===== config.mk =====
export PLATFORM = sky130hd
export DESIGN_NAME = core7_cpu_3_nios2_oci_dct_packer
export DESIGN_NICKNAME = d
export VERILOG_FILES = /design/src/rtl/core7_cpu_3_nios2_oci_dct_packer.sv
export SDC_FILE = /design/constraint.sdc
export NUM_CORES = 1
export LEC_CHECK = 0
export ABC_AREA = 1
export CORE_MARGIN = 2
export CORE_UTILIZATION = 30
export CTS_BUF_LIST = sky130_fd_sc_hd__clkbuf_2
export DETAILED_ROUTE_END_ITERATION = 16
export DONT_BUFFER_PORTS = 1
export PLACE_DENSITY_LB_ADDON = 0.3
export SYNTH_ARGS = -nofsm -noshare
export SYNTH_HDL_FRONTEND = slang
export SYNTH_SLANG_ARGS = --single-unit
export TNS_END_PERCENT = 20

===== constraint.sdc =====
create_clock -name clk -period 1.2 [get_ports clk]
set_input_delay 0.24 -clock clk [delete_from_list [all_inputs] [get_ports clk]]
set_output_delay 0.24 -clock clk [all_outputs]
set_load 0.05 [all_outputs]

===== src/rtl/core7_cpu_3_nios2_oci_dct_packer.sv =====
// Packs 2-bit trace atoms into a 15-atom DCT frame and hands it downstream,
// with an end-of-test flush that closes the block until the next reset.
module core7_cpu_3_nios2_oci_dct_packer (
    input  logic        clk,
    input  logic        reset_n,
    input  logic        atom_valid,
    input  logic [1:0]  atom_data,
    output logic        atom_ready,
    input  logic        end_req,
    input  logic        frame_ready,
    output logic [29:0] dct_buffer,
    output logic [3:0]  dct_count,
    output logic        frame_valid,
    output logic        test_ending,
    output logic        test_has_ended,
    output logic [7:0]  dropped_atoms
);

    localparam int unsigned ATOM_W    = 2;
    localparam int unsigned MAX_ATOMS = 15;
    localparam int unsigned BUF_W     = ATOM_W * MAX_ATOMS;
    localparam int unsigned CNT_W     = 4;
    localparam int unsigned DROP_W    = 8;

    localparam logic [1:0] ACCUM = 2'd0;
    localparam logic [1:0] FLUSH = 2'd1;
    localparam logic [1:0] DONE  = 2'd2;

    logic [1:0]        state;
    logic [1:0]        state_n;
    logic [BUF_W-1:0]  buf_n;
    logic [CNT_W-1:0]  cnt_n;
    logic              ending_n;
    logic              ended_n;
    logic [DROP_W-1:0] drop_n;

    assign atom_ready = (state == ACCUM);

    // State and registered outputs
    always_ff @(posedge clk or negedge reset_n) begin
        if (!reset_n) begin
            state          <= ACCUM;
            dct_buffer     <= '0;
            dct_count      <= '0;
            frame_valid    <= 1'b0;
            test_ending    <= 1'b0;
            test_has_ended <= 1'b0;
            dropped_atoms  <= '0;
        end else begin
            state          <= state_n;
            dct_buffer     <= buf_n;
            dct_count      <= cnt_n;
            frame_valid    <= (state_n == FLUSH);
            test_ending    <= ending_n;
            test_has_ended <= ended_n;
            dropped_atoms  <= drop_n;
        end
    end

    // Next-state and next-output decode
    always_comb begin
        state_n  = state;
        buf_n    = dct_buffer;
        cnt_n    = dct_count;
        ending_n = test_ending;
        ended_n  = test_has_ended;
        drop_n   = dropped_atoms;

        if (atom_valid && !atom_ready && (dropped_atoms != '1)) begin
            drop_n = dropped_atoms + DROP_W'(1);
        end

        case (state)
            ACCUM: begin
                if (atom_valid) begin
                    buf_n = dct_buffer | (BUF_W'(atom_data) << {dct_count, 1'b0});
                    cnt_n = dct_count + CNT_W'(1);
                end
                if (end_req) begin
                    ending_n = 1'b1;
                end
                // A full frame always flushes; end_req then closes after its handoff
                if (cnt_n == CNT_W'(MAX_ATOMS)) begin
                    state_n = FLUSH;
                end else if (end_req) begin
                    if (cnt_n != '0) begin
                        state_n = FLUSH;
                    end else begin
                        state_n = DONE;
                        ended_n = 1'b1;
                    end
                end
            end
            FLUSH: begin
                if (end_req) begin
                    ending_n = 1'b1;
                end
                if (frame_ready) begin
                    buf_n = '0;
                    cnt_n = '0;
                    if (ending_n) begin
                        state_n = DONE;
                        ended_n = 1'b1;
                    end else begin
                        state_n = ACCUM;
                    end
                end
            end
            DONE: begin
                state_n = DONE;
            end
            default: begin
                state_n = ACCUM;
            end
        endcase
    end

endmodule


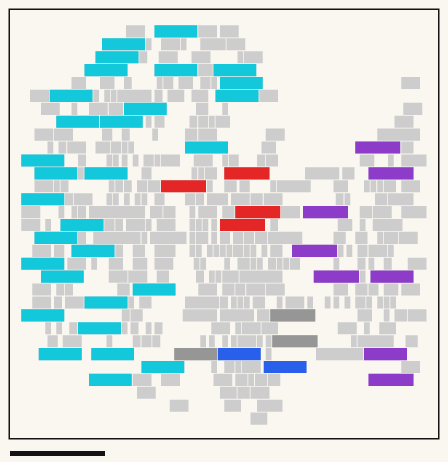
*Sequential cells coloured by netlist name*
Scale bar: 20 µm. Other sequential cells in the stronger grey, the rest of the logic in the fainter grey.
[`state`] blue | sequential cells: 2
[`dct_buffer`] cyan | sequential cells: 30
[`dct_count`] red | sequential cells: 4 | where: centre
[`dropped_atoms`] purple | sequential cells: 8
not coloured: 3

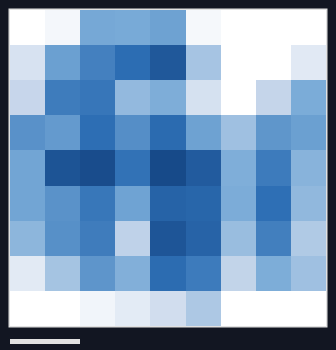
*Cell density map*
Scale bar: 20 µm. The die is cut into 9 by 9 equal tiles; white is low, dark blue is high, 0 to 100% covered.
tiles over 75% full: 16%
nearly empty tiles: 15%
emptiest ninth of the die: upper right
mean over tiles: 44%

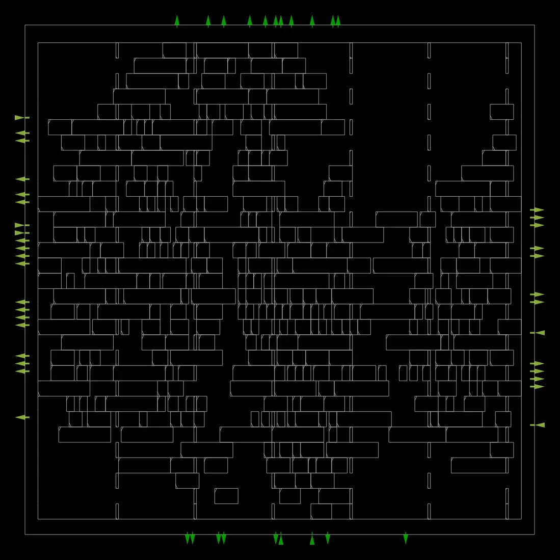
*Cell placement*
Tapcell Cnt: 99
Post-Route Utilization: 51.6%

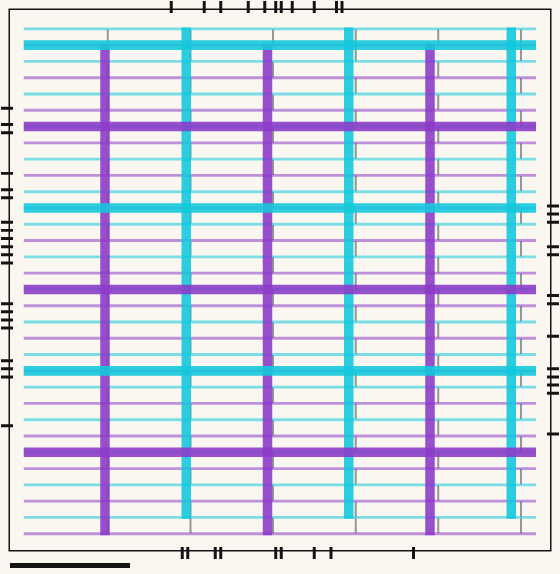
*Power grid*
Scale bar: 20 µm. Pins as bars on the die edge. Tap cells in grey.
[VDD] cyan
[VSS] purple
met1 rails: 32
met4 straps: 6
signal pins: 53
tap cells: 99
rows: 31

[per-stage QoR]
| step | hold WS, ns | cells |
|---|---|---|
| 2_1_floorplan | -0.0556 | 262 |
| 3_3_place_gp | -0.0544 | 421 |
| 3_5_place_dp | -0.0544 | 421 |
| 4_1_cts | 0.0199 | 459 |
| 5_1_grt | 0.0319 | 463 |
| 6_report | 0.0389 | 463 |
[final cells by class]
class	instances	area, µm²
clock inverter	2	16.3
tap	99	124
sequential	47	1190
fill	665	3490
inverter	27	114
multi-input combinational	180	1110
clock buffer	6	30.0
timing repair buffer	102	1130
[metal layers]
metal  vias to the layer above  wire [µm]  global-route usage (%)
met1                      1008       2700                    19.1
li1                       1048          -                       -
met4                         0        103                    3.85
met5                         -          0                       0
met3                        12        358                    4.78
met2                        54       3240                    27.9
[what timing repair did]
action | CTS | global route
hold buffers | 4 | 1
endpoints found under the setup margin | 89 | 92
gates cloned | 3 | 0
resized | 91 | 34
pin swaps | 12 | 13
endpoints found under the hold margin | 51 | 1
buffers inserted | 23 | 3
[how the worst max path moves through the flow]
stage                     start               end  slack, ns  cells after the start
6_report               state[1]        atom_ready      -0.30                      3
5_1_grt            dct_count[0]    test_has_ended      -0.36                     11
4_1_cts                state[1]        atom_ready      -0.30                      3
3_5_place_dp       dct_count[0]     dct_buffer[9]      -0.15                      6
3_3_place_gp       dct_count[1]       frame_valid      -0.11                      9
2_1_floorplan  dropped_atoms[1]  dropped_atoms[4]      -0.26                      8
[synth_stat cells (all sizes together)]
master | number | area [µm²]
nand2 | 61 | 256
nor2 | 53 | 226
dfrtp | 47 | 1180
inv | 27 | 101
a21oi | 24 | 120
nand3 | 10 | 55.1
buf | 8 | 57.6
a31oi | 4 | 25.0
nand4 | 4 | 31.3
o21ai | 4 | 20.0
o22ai | 4 | 25.0
xor2 | 4 | 35.0
xnor2 | 3 | 26.3
a41oi | 2 | 17.5
ha | 2 | 25.0
nor4 | 2 | 12.5
a22oi | 1 | 7.51
clkbuf | 1 | 5.00
nor3 | 1 | 5.00
[layout by cell type, fill, tap and decap left out, drive strengths merged]
master       count
o22ai            4
clkbuf           6
nand2           62
buf             97
inv             28
clkinvlp         1
dlygate4sd3      4
xnor2            3
nand4            4
bufbuf           1
a22oi            1
nor2            53
dfrtp           47
xor2             4
a31oi            4
nand3           10
o21ai            4
nor4             2
ha               2
a21oi           24
nor3             1
a41oi            2
[cell families after synthesis]
group                    after synthesis  share of synthesized area [%]
flip-flops                            47                           52.8
AND-OR/OR-AND                         39                           9.66
AND/OR/NAND/NOR                      131                           26.3
XOR/XNOR                               7                           2.75
adder cells (fa/ha/maj)                2                           1.12
buffers and inverters                 36                           7.35
[sequential cells by signal, indices dropped and copies added (netlist names)]
name / count
test_ending: 1
dct_buffer: 30
dropped_atoms: 8
state: 2
test_has_ended: 1
dct_count: 4
frame_valid: 1
[power by group through the flow]
stage	Sequential (W)	Combinational (W)	Clock (W)
after floorplan	0.00387	0.00170	0
after global placement	0.00251	0.00456	0
after detailed placement	0.00252	0.00461	0
after CTS	0.00246	0.00614	0.000735
after global routing	0.00254	0.00694	0.000795
final	0.00248	0.00653	0.000711
==> job_summary.md <==
## PnR job results

| Metric | Value |
|---|---|
| Outcome | finished, violations left |
| Failing checks | negative setup slack |
| Final Cell Area | 3720 µm² |
| Antenna cells | 0 |
| Vias | 2122 |
| Max Fclk | 0.667 GHz |
| Final Skew | 0.0249 ns |
| Setup TNS Final | -11.83 ns |
| Root Buffer | clkbuf_2 |
| Routed len/inst | 13.8 µm |
| Netlist cell types | 29 |
| Placeable Area | 7210 µm² |
| Leakage | 1.83 nW |
| Worst R2R Setup Slack | -0.27 ns |
| Chip height | 90.2 µm |
| Clk network pwr share | 7.3% |
| Pint | 0.00502 W |
| Routability cong. | 0.938 |
| Post-synthesis cell count | 262 |
| CP max FO | 2 |
| CTS sink cnt | 47 |
| CP max stage cell | dfrtp_1 |
| Pre-Place Util | 30.9% |
| Horiz. Die Dim | 90.2 µm |
| Worst setup SP type | flip-flop |
| R2r startpoint | state[0] |
| Yosys synthesis chip area | 2230 µm² |
| OpenROAD warnings | 29 |
| # nets final | 372 |
| Vias in the first global route | 2216 |
| Sw Pwr | 0.00470 W |
| PwrDens | 2610 nW/µm² |
| First-pass GRT wire length | 10500 µm |
| Clock slew at reported path FFs | 0.27 ns |
| Pre-CTS setup slack | -0.148 ns |
| Worst EP arrival | 1.26 ns |
| Grt ovf | 0 |
| CTS Buffer Depth | 2 |
| HP Start | atom_data[0] |
| Gate power share | 67.2% |
| Layout area overhead | 66.9% |
| Switching part of the total | 48.4% |
| Die area | 8130 µm² |
| Synth Seq Share | 52.8% |
| Detail-routed via count per cell | 4.58 |
| RSZ-0062 raised after global routing | yes |
| Worst-margin pin slew | 0.274 ns |
| Floorplan net count | 271 |
| # rows | 31 |
| Yosys warning count | 0 |
| Drt initial violations | 107 |
| Ys flops | 47 |
| CTS tree | yes |
| Max-cap violations | 0 |
| Fin worst setup slack | -0.299 ns |
| Seq pwr share | 25.5% |
| Yosys cell count | 262 |
| Post-DP HPWL | 4090 µm |
| Syn_area_per_cell | 8.51 µm² |
| Peak VDD IR | 1320 µV |
| Initial antenna violation count | 0 |
| Iteration tally of the first detailed-router pass | 4 |
| WP buf/inv | 2 |
| Max incr delay on CP | 0.47 ns |
| IO Port Bufs | 0 |
| Share of layout cells above drive strength 1 | 47.5% |
| CP top delay family | flip-flops |
| Critical setup path kind | reg -> out |
| Overall Power | 0.00972 W |
| # H-tree levels | 2 |
| All-Layer GR Usage | 15.9% |
| Max-slew headroom | 81.8% |
| Period utilization | 125% |
| Hold Crit Depth | 4 |
| CP Cell Sequence | nor2_4, buf_6, buf_8 |
| Worst Hold Class | in -> reg |
| R2r endpoint | dct_buffer[9] |
| Hold Violations, Final | 0 |
| Worst hold endpoint | dct_buffer[10] |
| Drt total wl | 6410 µm |
| Final tally of setup violations | 92 |
| Fin. max-slew vios | 0 |
| CTS Buf Count | 5 |
| DRC viols | 0 |
| Critical path data required time | 0.96 ns |
| Insertion Delay late pin | 0.43 ns |
| I/O pin count | 53 |
| Area post-placement | 2880 µm² |
| Synth Cell Area | 2230 µm² |
| Largest net degree at the start of global routing | 48 |
| Post-DRT Antenna Nets | 0 |
| Final Critical Period | 1.50 ns |
| Critical Path Sink Type | output port |
| Worst R2R Path Depth | 9 |
Power is estimated from default activity; no workload was simulated.
